$ cat src/rtl/pattern_det_pkg.sv
// Shared constants and helpers for the programmable serial pattern detector.
package pattern_det_pkg;

  localparam logic [31:0] DEF_PATTERN     = 32'h0000_000D;
  localparam int          DEF_LEN         = 4;
  localparam logic        DEF_OVERLAP     = 1'b1;
  localparam logic        MODE_OVERLAP    = 1'b1;
  localparam logic        MODE_NONOVERLAP = 1'b0;

  function automatic int clog2(input int v);
    int r;
    r = 0;
    while ((1 << r) < v) r++;
    return r;
  endfunction

endpackage

$ cat src/rtl/sat_counter.sv
// Saturating up-counter; a clear in the same cycle as an increment wins.
module sat_counter #(
  parameter int W = 16
) (
  input  logic         clk_i,
  input  logic         rst_i,
  input  logic         inc_i,
  input  logic         clr_i,
  output logic [W-1:0] cnt_o
);

  logic [W-1:0] r_cnt;

  always_ff @(posedge clk_i or negedge rst_i) begin
    if (!rst_i)                    r_cnt <= '0;
    else if (clr_i)                r_cnt <= '0;
    else if (inc_i && r_cnt != '1) r_cnt <= r_cnt + 1'b1;
  end

  assign cnt_o = r_cnt;

endmodule

$ cat src/rtl/pattern_detector_prog.sv
// Runtime-programmable serial pattern detector with overlap / non-overlap
// match modes and a saturating match counter.
module pattern_detector_prog #(
  parameter int                 MAX_LEN     = 8,
  parameter int                 LEN_W       = pattern_det_pkg::clog2(MAX_LEN + 1),
  parameter logic [MAX_LEN-1:0] DEF_PATTERN = pattern_det_pkg::DEF_PATTERN[MAX_LEN-1:0],
  parameter logic [LEN_W-1:0]   DEF_LEN     = LEN_W'(pattern_det_pkg::DEF_LEN),
  parameter logic               DEF_OVERLAP = pattern_det_pkg::DEF_OVERLAP,
  parameter int                 COUNT_W     = 16
) (
  input  logic               clk_i,
  input  logic               rst_i,
  input  logic               d_i,
  input  logic               d_valid_i,
  input  logic               cfg_load_i,
  input  logic [MAX_LEN-1:0] cfg_pattern_i,
  input  logic [LEN_W-1:0]   cfg_len_i,
  input  logic               cfg_overlap_i,
  input  logic               cnt_clr_i,
  output logic               pattern_detected_o,
  output logic [COUNT_W-1:0] match_count_o,
  output logic               cfg_err_o
);

  import pattern_det_pkg::*;

  localparam logic [LEN_W-1:0] MAX_LEN_L = LEN_W'(MAX_LEN);

  logic [MAX_LEN-1:0] r_hist, r_pat;
  logic [LEN_W-1:0]   r_fill, r_len;
  logic               r_ovl, r_det, r_err;

  logic [MAX_LEN-1:0] w_hist_n, w_mask;
  logic [LEN_W-1:0]   w_fill_n;
  logic               w_accept, w_match, w_cfg_ok;

  // A load in the same cycle as a data bit discards the bit.
  assign w_accept = d_valid_i & ~cfg_load_i;
  assign w_hist_n = {r_hist[MAX_LEN-2:0], d_i};
  assign w_fill_n = (r_fill == MAX_LEN_L) ? r_fill : r_fill + 1'b1;
  // len_q >= 1 always, so the shift stays below MAX_LEN.
  assign w_mask   = {MAX_LEN{1'b1}} >> (MAX_LEN_L - r_len);
  assign w_match  = w_accept && (w_fill_n >= r_len) &&
                    (((w_hist_n ^ r_pat) & w_mask) == '0);
  assign w_cfg_ok = (cfg_len_i != '0) && (cfg_len_i <= MAX_LEN_L);

  always_ff @(posedge clk_i or negedge rst_i) begin
    if (!rst_i) begin
      r_hist <= '0;
      r_fill <= '0;
      r_pat  <= DEF_PATTERN;
      r_len  <= DEF_LEN;
      r_ovl  <= DEF_OVERLAP;
      r_det  <= 1'b0;
      r_err  <= 1'b0;
    end else begin
      r_det <= w_match;
      r_err <= cfg_load_i & ~w_cfg_ok;
      if (cfg_load_i) begin
        if (w_cfg_ok) begin
          r_pat  <= cfg_pattern_i;
          r_len  <= cfg_len_i;
          r_ovl  <= cfg_overlap_i;
          r_hist <= '0;
          r_fill <= '0;
        end
      end else if (w_accept) begin
        r_hist <= w_hist_n;
        r_fill <= (w_match && r_ovl == MODE_NONOVERLAP) ? '0 : w_fill_n;
      end
    end
  end

  sat_counter #(.W(COUNT_W)) u_cnt (
    .clk_i (clk_i),
    .rst_i (rst_i),
    .inc_i (w_match),
    .clr_i (cnt_clr_i),
    .cnt_o (match_count_o)
  );

  assign pattern_detected_o = r_det;
  assign cfg_err_o          = r_err;

endmodule

$ cat config.mk
export PLATFORM = sky130hd
export DESIGN_NAME = pattern_detector_prog
export DESIGN_NICKNAME = d
export VERILOG_FILES = /design/src/rtl/pattern_det_pkg.sv /design/src/rtl/sat_counter.sv /design/src/rtl/pattern_detector_prog.sv
export SDC_FILE = /design/constraint.sdc
export NUM_CORES = 1
export LEC_CHECK = 0
export CORE_MARGIN = 2
export CORE_UTILIZATION = 31
export DETAILED_ROUTE_END_ITERATION = 6
export MAX_ROUTING_LAYER = met4
export PLACE_DENSITY_LB_ADDON = 0.25
export SETUP_SLACK_MARGIN = 0.1
export SLEW_MARGIN = 0
export SYNTH_ARGS = -nofsm -noshare
export SYNTH_HDL_FRONTEND = slang
export SYNTH_SLANG_ARGS = --single-unit
$ cat constraint.sdc
create_clock -name clk_i -period 3.7 [get_ports clk_i]
set_input_delay 0.37 -clock clk_i [delete_from_list [all_inputs] [get_ports clk_i]]
set_output_delay 0.37 -clock clk_i [all_outputs]
set_load 0.01 [all_outputs]
**Run 1: clock network drawn from the DEF**

Bar = 20 um.
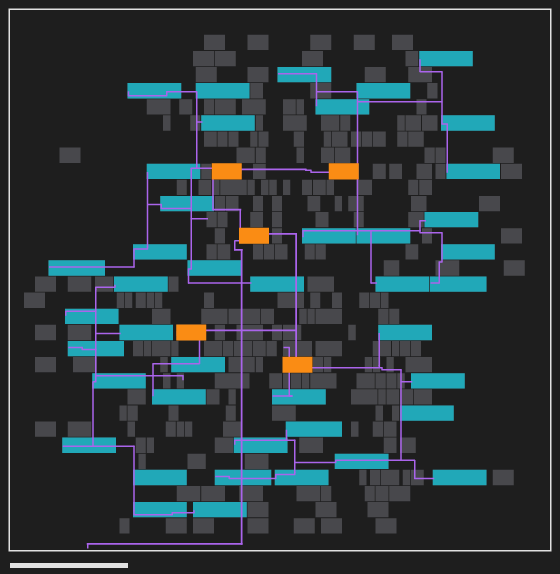
[cells driving clock nets] orange | count: 5
[flip-flops] cyan | count: 42
[clock wires] purple | length: 637 um
flops lie: all over the die

**Run 1: the clock network**

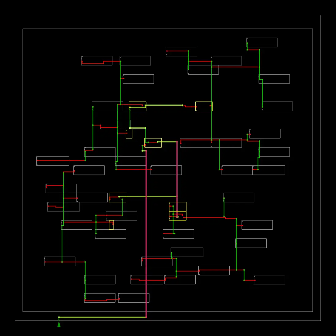
Clk Latency, worst-skew pair: 0.30 ns
clk sinks: 42
clk_skew: 0.00783 ns

==> flow_summary.ini, run 1 <==
; physical design summary
[run_status]
status = complete, no violations

[grt]
antenna_found_initial = 0
grt_max_degree = 43
grt_pass1_vias = 1874
grt_pass1_wl_um = 8810
grt_util_all_layers_pct = 13.4
overflow = 0

[clocking]
h-tree-depth = 2
cts_tree = yes
clk_path_buf_depth = 2
numCtsBuffers = 5
clkTransAtPathRegs_ns = 0.08
cts_root_buffer = clkbuf_8
cts_setup_buffers = 0
ctsHoldBuffers = 0
cts.repair.resized = 0

[setup_path]
slowest_stage = or4_1
path_cells = inv_1 > ha_1 > nand2_1 > nor2_1 > xnor2_1 > ha_1 > o21ai_0 > a211oi_2 > nand2_1 > or4_1 > a21oi_1
crit_path_end_kind = register
reg2reg_depth = 11
worst_r2r_endpoint = u_cnt.cnt_o[15]$_DFFE_PN0P_
crit_end = u_cnt.cnt_o[15]$_DFFE_PN0P_
required_ns = 3.91
cpPeakStageDelay_ns = 0.54
critical_path_depth = 11
cp-startpoint = r_fill[0]$_DFFE_PN0P_
cp_max_fo = 10
critPathKind = reg2reg
arrival_ns = 3.28
timing.rr.start = r_fill[0]$_DFFE_PN0P_
crit_path_start_kind = register
critPathBufInv = 1
rrSetupSlack_ns = 0.64
path_delay_family = simple AND/OR/NAND/NOR gates

[layout]
fillers = 753
drive_gt1_share_pct = 11.9
comb_area_um2 = 1220
n_antenna_cell = 0
seq_area_um2 = 1060
fin_nets = 313

[synthesis]
edf_count = 0
synth_seq_share_pct = 44.9
ys_seq_elements = 42
synth_warnings = 0
ys_chip_area_um2 = 2350
synth_cells = 249
ys_cells = 249
ys.flop_type = dfrtp_1
synth_area_um2 = 2350
ys_types = 33
avgSynthCellArea_um2 = 9.46
async_reset_ff_share_pct = 100
fp_nets = 278

[route]
vias = 1918
wl_per_cell_um = 13.1
via_per_inst = 4.99
first_iter_violations = 109
wl_um = 5040
firstDrtPassIters = 4
drc = 0
drtAntennaViolNets = 0

[floorplanning]
ioPinCount = 37
fp-row-count = 31
core_area_um2 = 7290
die_area_um2 = 8310
die_h_um = 91.2
initCoreUtil_pct = 32.3
dieWidth_um = 91.2

[sta]
setup_viol = 0
fin_crit_sh_pct = 82.8
holdWs_ns = 0.220
period_needed_ns = 3.06
relSlewSlack_pct = 30.1
rsz0062_at_grt = false
tns_ns = 0
drv_slew = 0
max_freq_ghz = 0.326
tightest_slew_ns = 1.05
hold_violations = 0

[flow_run]
tool_warnings = 29
drv.max_cap_violation_count = 0

[worst_hold_path]
hold_path_class = in2async

[power]
p_leak_nw = 1.16
ir_worst_vdd_v = 0.000166
power-per-cell-area_nw_per_um2 = 416

[placement]
dp_hpwl_um = 3500
io_buffers = 36
gp_congestion = 0.780
**Run 1: cell sizes after repair**

Bar = 20 um.
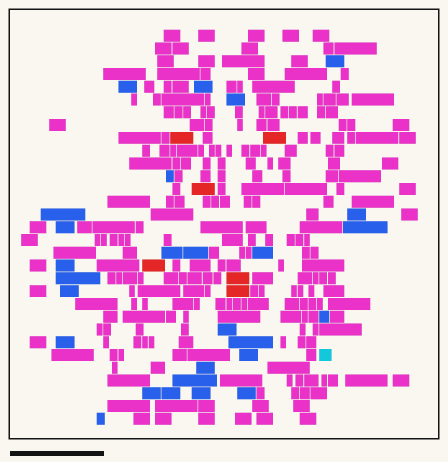
[drive 6 and up] red | cells: 6 | share: 2.1%
[drive 3 to 4] cyan | cells: 1 | share: 0.35%
[drive 2] blue | cells: 27 | share: 9.5%
[drive 1 or less] magenta | cells: 251 | share: 88%
post-route cell area: 2890 um2
area grow syn2layout: 22.7%
Final WS setup: 0.637 ns

**Run 1: selected gate families**

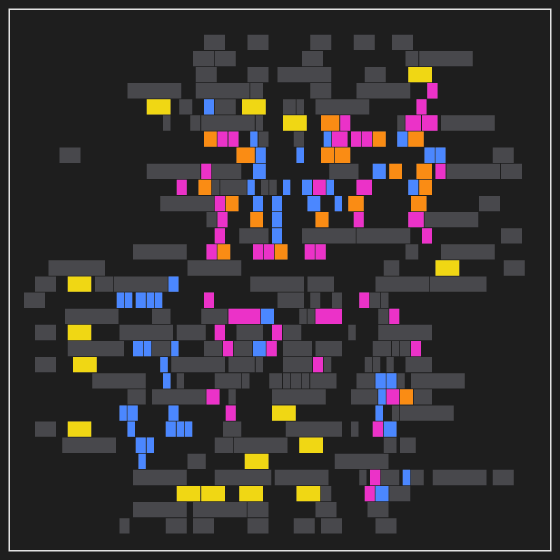
[inverting AOI/OAI gates] magenta | cells: 43 | most used: a21oi_1
[NAND gates] blue | cells: 51 | most used: nand2_1
[multiplexers] yellow | cells: 16 | most used: mux2_2
[AND and OR gates] orange | cells: 19 | most used: or3_1

run 1: layout make-up:
cell class / instances / area share (%)
inverter: 9 / 1.17
clock buffer: 7 / 2.99
tap: 99 / 4.29
multi-input combinational: 189 / 42.3
timing repair buffer: 37 / 12.6
sequential: 42 / 36.6
clock inverter: 1 / 0.173
run 1: cells by family after synthesis:
logic type,synth area share (%)
multiplexers,7.65
adder cells (fa/ha/maj),5.31
flip-flops,44.9
buffers and inverters,3.24
AND/OR/NAND/NOR,23.1
AND-OR/OR-AND,10.6
XOR/XNOR,5.21
run 1: through the flow:
step	std cells	setup WS, ns	utilization [%]	total power [mW]	area (um2)
2_1_floorplan	249	1.10	-	0.803	2350
3_3_place_gp	376	0.757	38.4	0.894	2800
3_5_place_dp	376	0.678	38.4	0.902	2800
4_1_cts	384	0.646	39.6	1.22	2890
5_1_grt	384	0.339	39.6	1.29	2890
6_report	384	0.637	39.6	1.20	2890
run 1: routing by layer:
layer  global-route usage (%)  share of wire [%]  up-vias
met3                     2.32                3.8        5
met1                     16.0                 46      933
met5                        -                  0        -
met2                     22.6                 48       30
met4                     4.80                1.4        0
li1                         -                  -      950
run 1: cell usage after synthesis (2+ instances only):
cell type  instances  share of area [%]
dfstp_2            5                5.6
nand2b_1           4                1.1
clkbuf_1           6               0.96
ha_1              10                5.3
and3_1             4                1.1
and4_1             2               0.74
nand2_1           24                3.8
nand4_1            3               0.80
inv_1              9                1.4
mux2_2            16                7.7
or3_1              7                1.9
or4_1              5                1.6
a31oi_1            2               0.53
nor2b_1            7                1.9
o21ai_0           10                2.1
a21oi_1           23                4.9
nor3_1            10                2.1
xnor2_1           13                4.8
dfrtp_1           37                 39
o31ai_1            5                1.6
nor2_1            16                2.6
nand3_1           20                4.3
run 1: power by group:
group | switching (mW) | leakage, nW | internal [mW]
Clock | 0.163 | 0.0482 | 0.151
Combinational | 0.183 | 0.567 | 0.149
Sequential | 0.0461 | 0.544 | 0.510
run 1: worst min-delay path by stage:
stage          depth (start not counted)  slack, ns                          to                  start
6_report                               1       0.22        r_pat[6]$_DFFE_PN0P_                  rst_i
5_1_grt                                1       0.30        r_pat[7]$_DFFE_PN0P_                  rst_i
4_1_cts                                1       0.27  u_cnt.cnt_o[8]$_DFFE_PN0P_                  rst_i
3_5_place_dp                           2       0.50       r_hist[3]$_DFFE_PN0P_  r_hist[2]$_DFFE_PN0P_
3_3_place_gp                           2       0.50       r_hist[1]$_DFFE_PN0P_  r_hist[0]$_DFFE_PN0P_
2_1_floorplan                          0       0.07         cfg_err_o$_DFF_PN0_                  rst_i
run 1: sequential cells by signal (all words and copies together) (netlist names):
register / cells
r_hist: 7
u_cnt.cnt_o: 16
cfg_err_o: 1
r_fill: 4
pattern_detected_o: 1
r_pat: 8
r_ovl: 1
r_len: 4
run 1: placed cells by master (no fill, tap or decap), drive strengths merged, types with 5 or more instances in the layout:
cell / count
dfstp: 5
inv: 9
mux2: 16
nand2: 24
nand3: 20
a21oi: 23
nor2b: 7
or3: 7
clkdlybuf4s50: 35
clkbuf: 7
nor2: 16
nor3: 10
dfrtp: 37
xnor2: 13
or4: 5
o31ai: 5
ha: 10
o21ai: 10
**Run 1: where the registers sit**

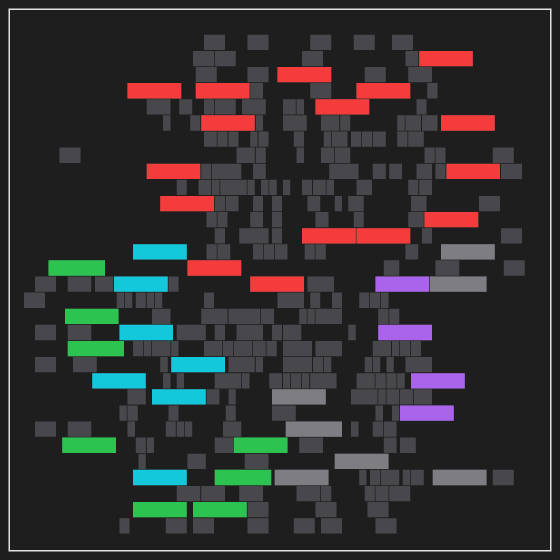

## Run 2: what changed since run 1
==> constraint.sdc (replaced) <==
create_clock -name clk_i -period 3 [get_ports clk_i]
set_input_delay 0.3 -clock clk_i [delete_from_list [all_inputs] [get_ports clk_i]]
set_output_delay 0.3 -clock clk_i [all_outputs]
set_load 0.01 [all_outputs]
**Run 2: where the registers sit**

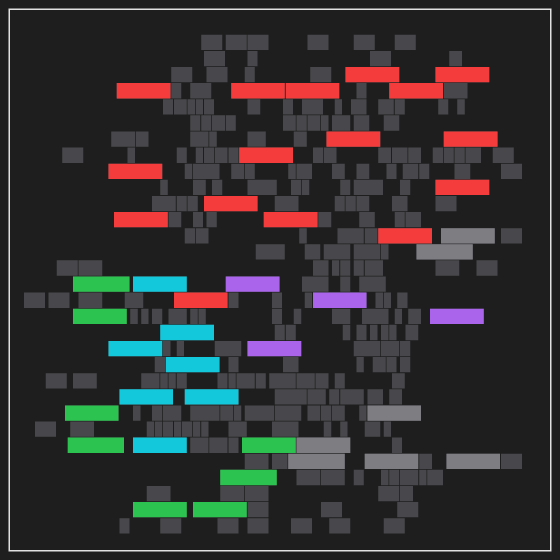
[r_pat] green | sequential cells: 8 | where: south-west
[r_hist] cyan | sequential cells: 7
[r_fill] purple | sequential cells: 4 | where: centre
[u_cnt.cnt_o] red | sequential cells: 16
not coloured: 7
seq pwr: 682 uW
post-route core utilization: 40.3%
sequential cell area share: 36.0%
register area: 1060 um2

==> run 2 against run 1 <==
Die size did not move. Setup slack got worse by 0.28 ns. Non-clock buffer count rose by 6. Register-to-register slack got worse by 0.28 ns. Combinational power rose by about 40%. Sequential share of layout area fell by 0.61 points. Total power rose by 26%. Flip-flop count did not move. Design area rose by 1.7%. Wire length rose by 0.85%. Global-route usage rose by 0.18 points. Cell count rose by 1.6%. Critical endpoint is now u_cnt.cnt_o[6]$_DFFE_PN0P_. Largest power group unchanged.
==> flow_summary.ini, run 2 <==
; physical design summary
[run_status]
status = complete, no violations

[grt]
grt_pass1_vias = 1840
grt_max_degree = 43
antenna_found_initial = 0
overflow = 0
grt_pass1_wl_um = 8860
grt_util_all_layers_pct = 13.5

[setup_path]
crit_path_start_kind = register
arrival_ns = 2.83
slowest_stage = dfrtp_1
crit_path_end_kind = register
critPathKind = reg2reg
rrSetupSlack_ns = 0.35
path_cells = inv_1 > ha_1 > nand2_1 > nor2_2 > xnor2_1 > ha_1 > o21ai_0 > a211oi_2 > buf_4 > nand2_1 > nor3_1 > mux2_2
cpPeakStageDelay_ns = 0.43
critPathBufInv = 2
cp_max_fo = 7
required_ns = 3.19
path_delay_family = simple AND/OR/NAND/NOR gates

[floorplanning]
core_area_um2 = 7290
dieWidth_um = 91.2
fp-row-count = 31
ioPinCount = 37
die_h_um = 91.2
die_area_um2 = 8310
initCoreUtil_pct = 32.3

[sta]
max_freq_ghz = 0.378
drv_slew = 0
setup_viol = 0
tns_ns = 0
tightest_slew_ns = 0.981
period_needed_ns = 2.65
fin_crit_sh_pct = 88.2
skew_ns = 0.00748
rsz0062_at_grt = false
hold_violations = 0
relSlewSlack_pct = 34.6

[synthesis]
synth_cells = 249
ys_cells = 249
async_reset_ff_share_pct = 100
yosys.area.top_type = dfrtp_1
fp_nets = 278
yosysMostFrequentCell = dfrtp_1
common_cells = dfrtp_1, nand2_1, a21oi_1
ys.flop_type = dfrtp_1
synth_warnings = 0
top_area_share_pct = 39.3
synth_area_um2 = 2350
synth_seq_share_pct = 44.9
ys_chip_area_um2 = 2350
ys_seq_elements = 42
topCellsByArea = dfrtp_1, mux2_2, dfstp_2, ha_1, a21oi_1
avgSynthCellArea_um2 = 9.46
edf_count = 0
ys_types = 33

[layout]
fin_nets = 319
drive_gt1_share_pct = 14.8
syn2layout_area_growth_pct = 24.8
lay_top_count = dfrtp_1
lay_top_cells = dfrtp_1, clkdlybuf4s50_1, nand2_1, a21oi_1, nand3_1
largest_reg_flops = 16
n_antenna_cell = 0

[route]
via_per_inst = 4.90
drc = 0
first_iter_violations = 47
vias = 1910
firstDrtPassIters = 4
drtAntennaViolNets = 0
wl_per_cell_um = 13.0
wl_um = 5090

[clocking]
ctsHoldBuffers = 0
cts.sinks = 42
numCtsBuffers = 5
clk_path_buf_depth = 2
clkTransAtPathRegs_ns = 0.09
cts_tree = yes
clock.latency.late_pin_ns = 0.30
cts_root_buffer = clkbuf_8
h-tree-depth = 2

[power]
power-per-cell-area_nw_per_um2 = 517
ir_worst_vdd_v = 0.000220
p_leak_nw = 1.18

[worst_hold_path]
hold_path_class = in2async

[placement]
io_buffers = 36
dp_hpwl_um = 3610
gp_congestion = 0.840

[flow_run]
tool_warnings = 29
drv.max_cap_violation_count = 0
**Run 2: clock network drawn from the DEF**

Bar = 20 um.
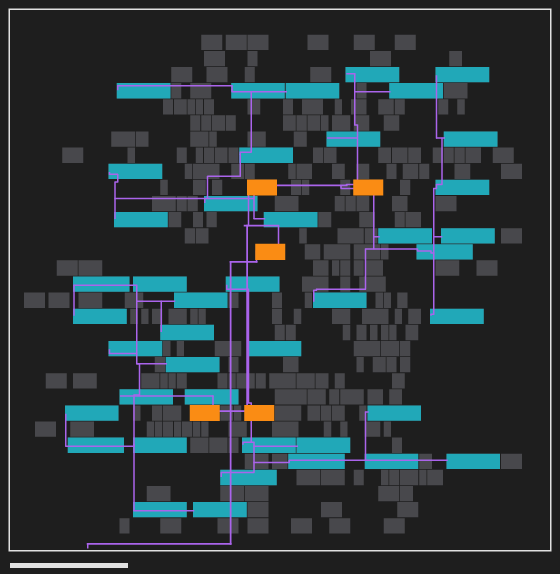
[cells driving clock nets] orange | count: 5
[flip-flops] cyan | count: 42
[clock wires] purple | length: 597 um
flops lie: all over the die

==> run 2: final timing paths <==
check                                      start                         end  cells after the start
hold reg to reg            r_hist[2]$_DFFE_PN0P_       r_hist[3]$_DFFE_PN0P_                      2
setup reg to reg           r_fill[0]$_DFFE_PN0P_  u_cnt.cnt_o[6]$_DFFE_PN0P_                     12
max in group asynchronous                  rst_i       r_fill[3]$_DFFE_PN0P_                      1
setup / recovery           r_fill[0]$_DFFE_PN0P_  u_cnt.cnt_o[6]$_DFFE_PN0P_                     12
min in group clk_i         r_hist[2]$_DFFE_PN0P_       r_hist[3]$_DFFE_PN0P_                      2
hold / removal                             rst_i        r_pat[6]$_DFFE_PN0P_                      1
==> run 2: per-stage QoR <==
stage          total power, mW  std cells  hold slack [ns]  setup WS [ns]  cell area [um2]
3_5_place_dp              1.14        381            0.498          0.184             2840
5_1_grt                   1.63        390            0.230         0.0919             2940
4_1_cts                   1.52        389            0.185          0.156             2930
3_3_place_gp              1.13        381            0.494          0.301             2840
6_report                  1.52        390            0.162          0.353             2940
2_1_floorplan            0.991        249          0.00441          0.402             2350
==> run 2: kinds of logic (layout without fill, tap and decap cells) <==
logic type,after synthesis,in the layout,share of synthesized area [%]
DFF,42,42,44.9
AOI/OAI and AO/OA,43,43,10.6
buffers and inverters,18,60,3.24
xor gates and xnor gates,14,14,5.21
and+or+nand+nor,106,106,23.1
muxes,16,16,7.65
adders and majority gates,10,10,5.31
==> run 2: final cells by class <==
type	instances	area, um2
Fill cell	759	4350
Multi-Input combinational cell	189	1230
Sequential cell	42	1060
Timing Repair Buffer	43	408
Tap cell	99	124
Clock buffer	5	68.8
Inverter	9	33.8
Clock inverter	3	21.3
==> run 2: repair_timing <==
item | in CTS | in global routing
gates resized | 0 | 2
buffers inserted | 0 | 1
endpoints found under the setup margin | 0 | 14
endpoints found under the hold margin | 0 | 0
==> run 2: per-layer routing <==
metal | global-route usage [%] | routed length, um | vias up
li1 | - | - | 965
met1 | 18.0 | 2490 | 899
met2 | 20.3 | 2330 | 38
met3 | 2.74 | 150 | 8
met4 | 5.43 | 123 | 0
met5 | - | 0 | -
==> run 2: power breakdown <==
| part | switching (mW) | internal, mW |
|---|---|---|
| clock | 0.211 | 0.164 |
| combinational | 0.242 | 0.222 |
| sequential | 0.0521 | 0.630 |
| total | 0.505 | 1.02 |
Power figures rest on the tool's default switching activity, not on a simulated workload.
